File: src/rtl/riscv_pkg.sv
// Shared front-end definitions for the RISC-V fetch path.
//   XLEN          : machine word width (instruction and address width)
//   NOP_INSTR     : canonical NOP (addi x0,x0,0) shown to decode when idle
//   fetch_state_t : fetch control state, RUN fetches, DRAIN discards
//                   responses still owed by memory after a redirect
package riscv_pkg;

  localparam int XLEN = 32;

  localparam logic [XLEN-1:0] NOP_INSTR = 32'h00000013;

  typedef enum logic {
    RUN   = 1'b0,
    DRAIN = 1'b1
  } fetch_state_t;

endpackage

File: src/rtl/sync_fifo.sv
// Synchronous FIFO with power-of-two depth and synchronous reset.
// Pointers carry one extra bit so full and empty are distinguished
// without a separate counter.
// Ports:
//   clk, rst   : clock, synchronous active-high reset
//   clear      : synchronous empty (drops all entries), same effect as rst
//   push       : write push_data at the tail
//   push_data  : WIDTH-bit data to write
//   pop        : drop the head entry (caller guarantees non-empty)
//   head       : current head entry (valid when count != 0)
//   count      : number of stored entries, 0..DEPTH
module sync_fifo #(
  parameter int WIDTH = 32,
  parameter int DEPTH = 2
) (
  input  logic                     clk,
  input  logic                     rst,
  input  logic                     clear,
  input  logic                     push,
  input  logic [WIDTH-1:0]         push_data,
  input  logic                     pop,
  output logic [WIDTH-1:0]         head,
  output logic [$clog2(DEPTH):0]   count
);

  localparam int AW = $clog2(DEPTH);

  logic [WIDTH-1:0] mem [DEPTH];
  logic [AW:0]      wr_ptr;
  logic [AW:0]      rd_ptr;
  logic             full;

  assign full  = (wr_ptr[AW] != rd_ptr[AW]) && (wr_ptr[AW-1:0] == rd_ptr[AW-1:0]);
  assign count = wr_ptr - rd_ptr;
  assign head  = mem[rd_ptr[AW-1:0]];

  always_ff @(posedge clk) begin
    if (rst || clear) begin
      wr_ptr <= '0;
      rd_ptr <= '0;
    end else begin
      if (push) wr_ptr <= wr_ptr + (AW+1)'(1);
      if (pop)  rd_ptr <= rd_ptr + (AW+1)'(1);
    end
  end

  // Storage has no reset; only the pointers define what is valid.
  always_ff @(posedge clk) begin
    if (push && !rst && !clear) mem[wr_ptr[AW-1:0]] <= push_data;
  end

  // Users size their requests by credit, so a push into a full FIFO
  // means the credit accounting upstream is broken.
  always_ff @(posedge clk) begin
    if (!rst && !clear) assert (!(push && full));
  end

endmodule

File: src/rtl/fetch_unit.sv
// Instruction fetch unit: issues pc to instruction memory, tracks the
// in-order responses, buffers fetched words and hands them to decode.
// A redirect (flush) empties the buffer and, if memory still owes
// responses, enters DRAIN until every stale response has come back.
// Ports:
//   clk, rst                       : clock, synchronous active-high reset
//   pc / pc_advance                : fetch address in; step pulse out
//   flush                          : redirect, drops fetched and in-flight work
//   imem_req_valid/ready, imem_addr: request channel (addr = pc)
//   imem_rsp_valid, imem_rsp_data  : in-order response channel, never stalled
//   id_valid/ready, id_instr, id_pc: decode channel
//   state                          : debug view of the fetch FSM
// Handshakes: a transfer happens on a rising edge where valid and ready
// are both 1; valid never depends on ready on the same channel.
module fetch_unit import riscv_pkg::*; #(
  parameter int              DEPTH     = 2,
  parameter logic [XLEN-1:0] NOP_INSTR = riscv_pkg::NOP_INSTR
) (
  input  logic            clk,
  input  logic            rst,
  input  logic [XLEN-1:0] pc,
  output logic            pc_advance,
  input  logic            flush,
  output logic            imem_req_valid,
  input  logic            imem_req_ready,
  output logic [XLEN-1:0] imem_addr,
  input  logic            imem_rsp_valid,
  input  logic [XLEN-1:0] imem_rsp_data,
  output logic            id_valid,
  input  logic            id_ready,
  output logic [XLEN-1:0] id_instr,
  output logic [XLEN-1:0] id_pc,
  output fetch_state_t    state
);

  localparam int CW = $clog2(DEPTH) + 1;

  fetch_state_t      state_next;
  logic              live;          // low for the first cycle after reset
  logic [CW-1:0]     outstanding;   // requests accepted, response not yet seen
  logic [CW-1:0]     occupancy;     // words waiting in the instruction buffer
  logic [CW-1:0]     out_next;
  logic [CW:0]       in_use;
  logic [XLEN-1:0]   rsp_pc;
  logic [2*XLEN-1:0] buf_head;
  logic              accept;
  logic              rsp_ok;
  logic              discard;
  logic              buf_push;
  logic              id_fire;

  // Every accepted request reserves a buffer slot until decode takes it,
  // so the buffer can never overflow.
  assign in_use   = {1'b0, outstanding} + {1'b0, occupancy};

  assign imem_addr      = pc;
  assign imem_req_valid = live && !rst && (state == RUN) && !flush
                          && (in_use < (CW+1)'(DEPTH));
  assign accept         = imem_req_valid && imem_req_ready;
  assign pc_advance     = accept;

  // A response with nothing outstanding is ignored entirely.
  assign rsp_ok   = imem_rsp_valid && (outstanding != '0);
  assign discard  = flush || (state == DRAIN);
  assign buf_push = rsp_ok && !discard;
  assign id_fire  = id_valid && id_ready;
  assign out_next = outstanding + CW'(accept) - CW'(rsp_ok);

  assign id_valid = !rst && (occupancy != '0);
  assign id_instr = id_valid ? buf_head[XLEN-1:0]      : NOP_INSTR;
  assign id_pc    = id_valid ? buf_head[2*XLEN-1:XLEN] : '0;

  sync_fifo #(.WIDTH(XLEN), .DEPTH(DEPTH)) addr_q (
    .clk       (clk),
    .rst       (rst),
    .clear     (1'b0),
    .push      (accept),
    .push_data (pc),
    .pop       (rsp_ok),
    .head      (rsp_pc),
    .count     (outstanding)
  );

  sync_fifo #(.WIDTH(2*XLEN), .DEPTH(DEPTH)) ibuf (
    .clk       (clk),
    .rst       (rst),
    .clear     (flush),
    .push      (buf_push),
    .push_data ({rsp_pc, imem_rsp_data}),
    .pop       (id_fire),
    .head      (buf_head),
    .count     (occupancy)
  );

  always_ff @(posedge clk) begin
    if (rst) begin
      state <= RUN;
      live  <= 1'b0;
    end else begin
      state <= state_next;
      live  <= 1'b1;
    end
  end

  // Any response in the flush cycle implies outstanding != 0, so that
  // case is covered by the outstanding test. A flush during DRAIN keeps
  // us draining for at least one more cycle.
  always_comb begin
    state_next = state;
    case (state)
      RUN:     if (flush && (outstanding != '0)) state_next = DRAIN;
      DRAIN:   if (!flush && (out_next == '0))   state_next = RUN;
      default: state_next = RUN;
    endcase
  end

  always_ff @(posedge clk) begin
    if (!rst) assert (!(imem_rsp_valid && (outstanding == '0)));
  end

endmodule

File: config.mk
export PLATFORM = sky130hd
export DESIGN_NAME = fetch_unit
export DESIGN_NICKNAME = d
export VERILOG_FILES = /design/src/rtl/riscv_pkg.sv /design/src/rtl/sync_fifo.sv /design/src/rtl/fetch_unit.sv
export SDC_FILE = /design/constraint.sdc
export NUM_CORES = 1
export LEC_CHECK = 0
export ABC_AREA = 1
export CAP_MARGIN = 20
export CORE_MARGIN = 2
export CORE_UTILIZATION = 46
export DETAILED_ROUTE_END_ITERATION = 12
export GPL_TIMING_DRIVEN = 0
export PLACE_DENSITY = 0.86
export SLEW_MARGIN = 25
export SYNTH_ARGS = -nofsm -noshare
export SYNTH_HDL_FRONTEND = slang
export SYNTH_SLANG_ARGS = --single-unit
File: constraint.sdc
create_clock -name clk -period 6.13 [get_ports clk]
set_clock_uncertainty 0.15 [all_clocks]
set_input_delay 0.9195 -clock clk [delete_from_list [all_inputs] [get_ports clk]]
set_output_delay 0.9195 -clock clk [all_outputs]
set_load 0.05 [all_outputs]
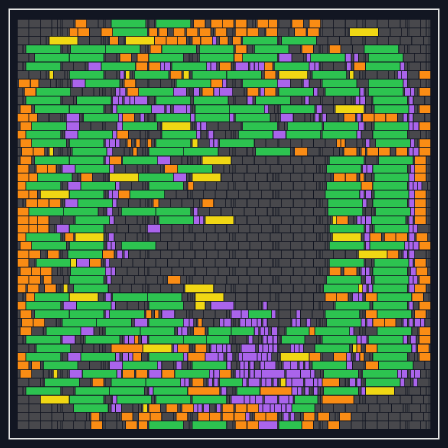
(images/cell_classes.png)
Fill, decap, tap and diode cells in grey.
class	colour	cells	share of their area
other buffers and delay cells	orange	232	21%
all other logic	purple	318	16%
flip-flops	green	204	57%
clock drivers and dummy loads	yellow	36	5.6%
sequential share of cell area: 55.62%
Row Count: 48
final core utilization: 62.86%
cell area after layout: 0.01080 mm²

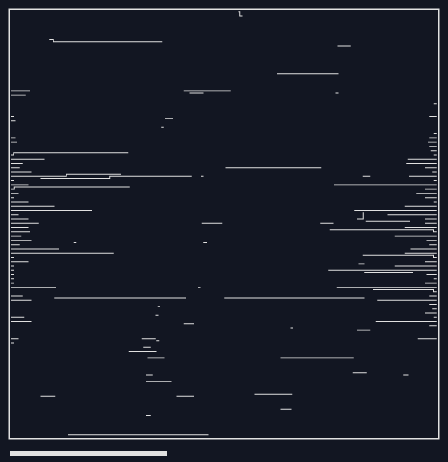
(images/met3.png)
Scale bar: 50 µm.
share of all routed wire	7.3%
longest straight run	44.4 µm
nets with wire on the layer	114
wire length on this layer	1,180 µm
met3 Resource Use GR: 4.735%
routed vias: 4,977
final WL: 16,230 µm

==> CHANGELOG.md <==
### Changed

- Area Overhead vs Synth: 34.24%
- GRT overflow: 0
- First DRT Iteration DRCs: 215
- Comb pwr share: 10.8%
- Sequential share of power: 52.3%
- Unique masters post-synth: 28
- Core ar.: around 0.017 mm²
- HPWL reported at the end of detailed placement: approximately 11,000 µm
- Worst Tran Pin Value: 646.7 ps
- Top cell type's share of synthesized area: 71.68%
- Outcome: finished clean
- Path category of the worst min-delay check: reg2reg
- Cell count after placement: 979
- Peak Freq: 229.6 MHz
- DR vias/cell: between 4 and 5
- Hold Path Origin: ibuf.wr_ptr[1]$_SDFFE_PP0P_
- Antenna violations before repair: 0
- Maximum vdd drop: 236.9 µV
- Crit path capture type: output pin
- Post-Syn Area: 0.008044 mm²
- P_int: 2.337 mW
- Clock Pin Slew Worst Setup and Hold Paths: 60 ps
- Die Footprint: around 0.019 mm²
- Sw Share: 22.28%
- Yosys stat cell total: 577
- Antenna Nets Post-Route: 0
- Iteration count of the initial detailed-routing pass: 4
- Req. time, crit path: about 5000 ps
- Die W: 136.2 µm
- Fill cell count: 1,253
- Most common reg cell: edfxtp_1
- Seq cells post-synth: about 200
- # Post-CTS Setup Buffers: 0
- Critical Path Source: rst
- RSZ-0062 raised after global routing: no
- Synth warn: 0
- Clock Power Share: 36.8%
- Total CTS buffers: 21
- Die height: roughly 140 µm
- Yosys top cell by area: edfxtp_1
- Max-cap violations: 0
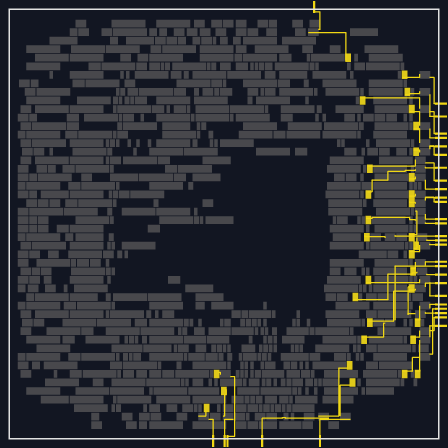
(images/port_nets.png)
port	colour	bits	direction	end cells	buffers	wire
id_instr	yellow	32	output	32	32	617 µm
PortBufs: 169
IO Pins: 170

==> layer usage <==
| layer | up-vias | wire length (µm) | track usage (%) |
|---|---|---|---|
| li1 | 2411 | - | - |
| met1 | 2368 | 5919 | 19.12 |
| met2 | 163 | 8715 | 32.19 |
| met3 | 35 | 1184 | 4.735 |
| met4 | 0 | 407 | 5.903 |
| met5 | - | 0 | 0 |
==> state kept, by name (all words and copies together), names as in the netlist, named ones only <==
name,count
ibuf.mem,128
addr_q.mem,64
addr_q.rd_ptr,2
addr_q.wr_ptr,2
ibuf.rd_ptr,2
ibuf.wr_ptr,2
live,1
state,1
==> cell families (layout without fill, tap and decap cells) <==
family	count (synthesis)	in the layout	share of synthesized area, %
DFF	204	204	74.66
buffers and inverters	75	288	5.646
muxes	32	32	4.480
and+or+nand+nor	188	188	9.753
AOI/OAI and AO/OA	71	71	4.417
xor gates and xnor gates	3	3	0.3267
adders and majority gates	4	4	0.7156
==> area by class of cell <==
type,instances,area (µm²),share of cell area (%)
Clock inverter,8,40.04,0.3708
Inverter,20,77.57,0.7184
Multi-Input combinational cell,298,1610,14.91
Tap cell,225,281.5,2.607
Buffer,55,376.6,3.488
Timing Repair Buffer,177,1854,17.17
Sequential cell,204,6006,55.62
Clock buffer,28,551.8,5.110
==> path summary, 6_finish.rpt <==
check                                 to  slack (ps)  depth (start not counted)
min          ibuf.wr_ptr[1]$_SDFFE_PP0P_         360                          2
max                            id_pc[28]        1770                          6
min reg2reg  ibuf.wr_ptr[1]$_SDFFE_PP0P_         360                          2
max reg2reg  addr_q.mem[0][29]$_DFFE_PP_        2940                         12
==> layout by cell type, fill, tap and decap left out, drive strengths merged, types with 12 or more instances in the layout <==
cell	count
a21oi	68
buf	50
clkbuf	41
clkdlybuf4s50	169
dfxtp	12
edfxtp	192
inv	21
mux2	32
nand2	154
nand3	12
nor2	15
==> power groups by stage <==
stage	clock network (mW)	registers [mW]	logic, mW
3_5_place_dp	0	1.60	0.327
6_report	1.11	1.57	0.326
5_1_grt	1.19	1.58	0.350
2_1_floorplan	0	1.61	0.195
4_1_cts	1.14	1.57	0.329
3_3_place_gp	0	1.60	0.311
==> stage by stage <==
stage	setup slack [ps]	hold slack (ps)	area (µm²)	utilization [%]
4_1_cts	1728	357.0	10800	62.86
2_1_floorplan	1613	324.6	8049	-
3_3_place_gp	-327.8	337.9	10020	58.35
5_1_grt	1618	395.0	10800	62.86
3_5_place_dp	1738	348.2	10210	59.42
6_report	1774	357.3	10800	62.86
==> worst reg2reg max path, cell delays in order (launching register included) <==
cell	delay, ps
dfxtp_1	390
inv_1	150
ha_1	240
inv_1	80
nand3_1	130
nand2_1	130
fa_1	420
nor2_1	140
nand3_2	120
nor2_4	170
inv_4	80
nor2_4	460
buf_16	240
Power and IR drop assume default switching activity.
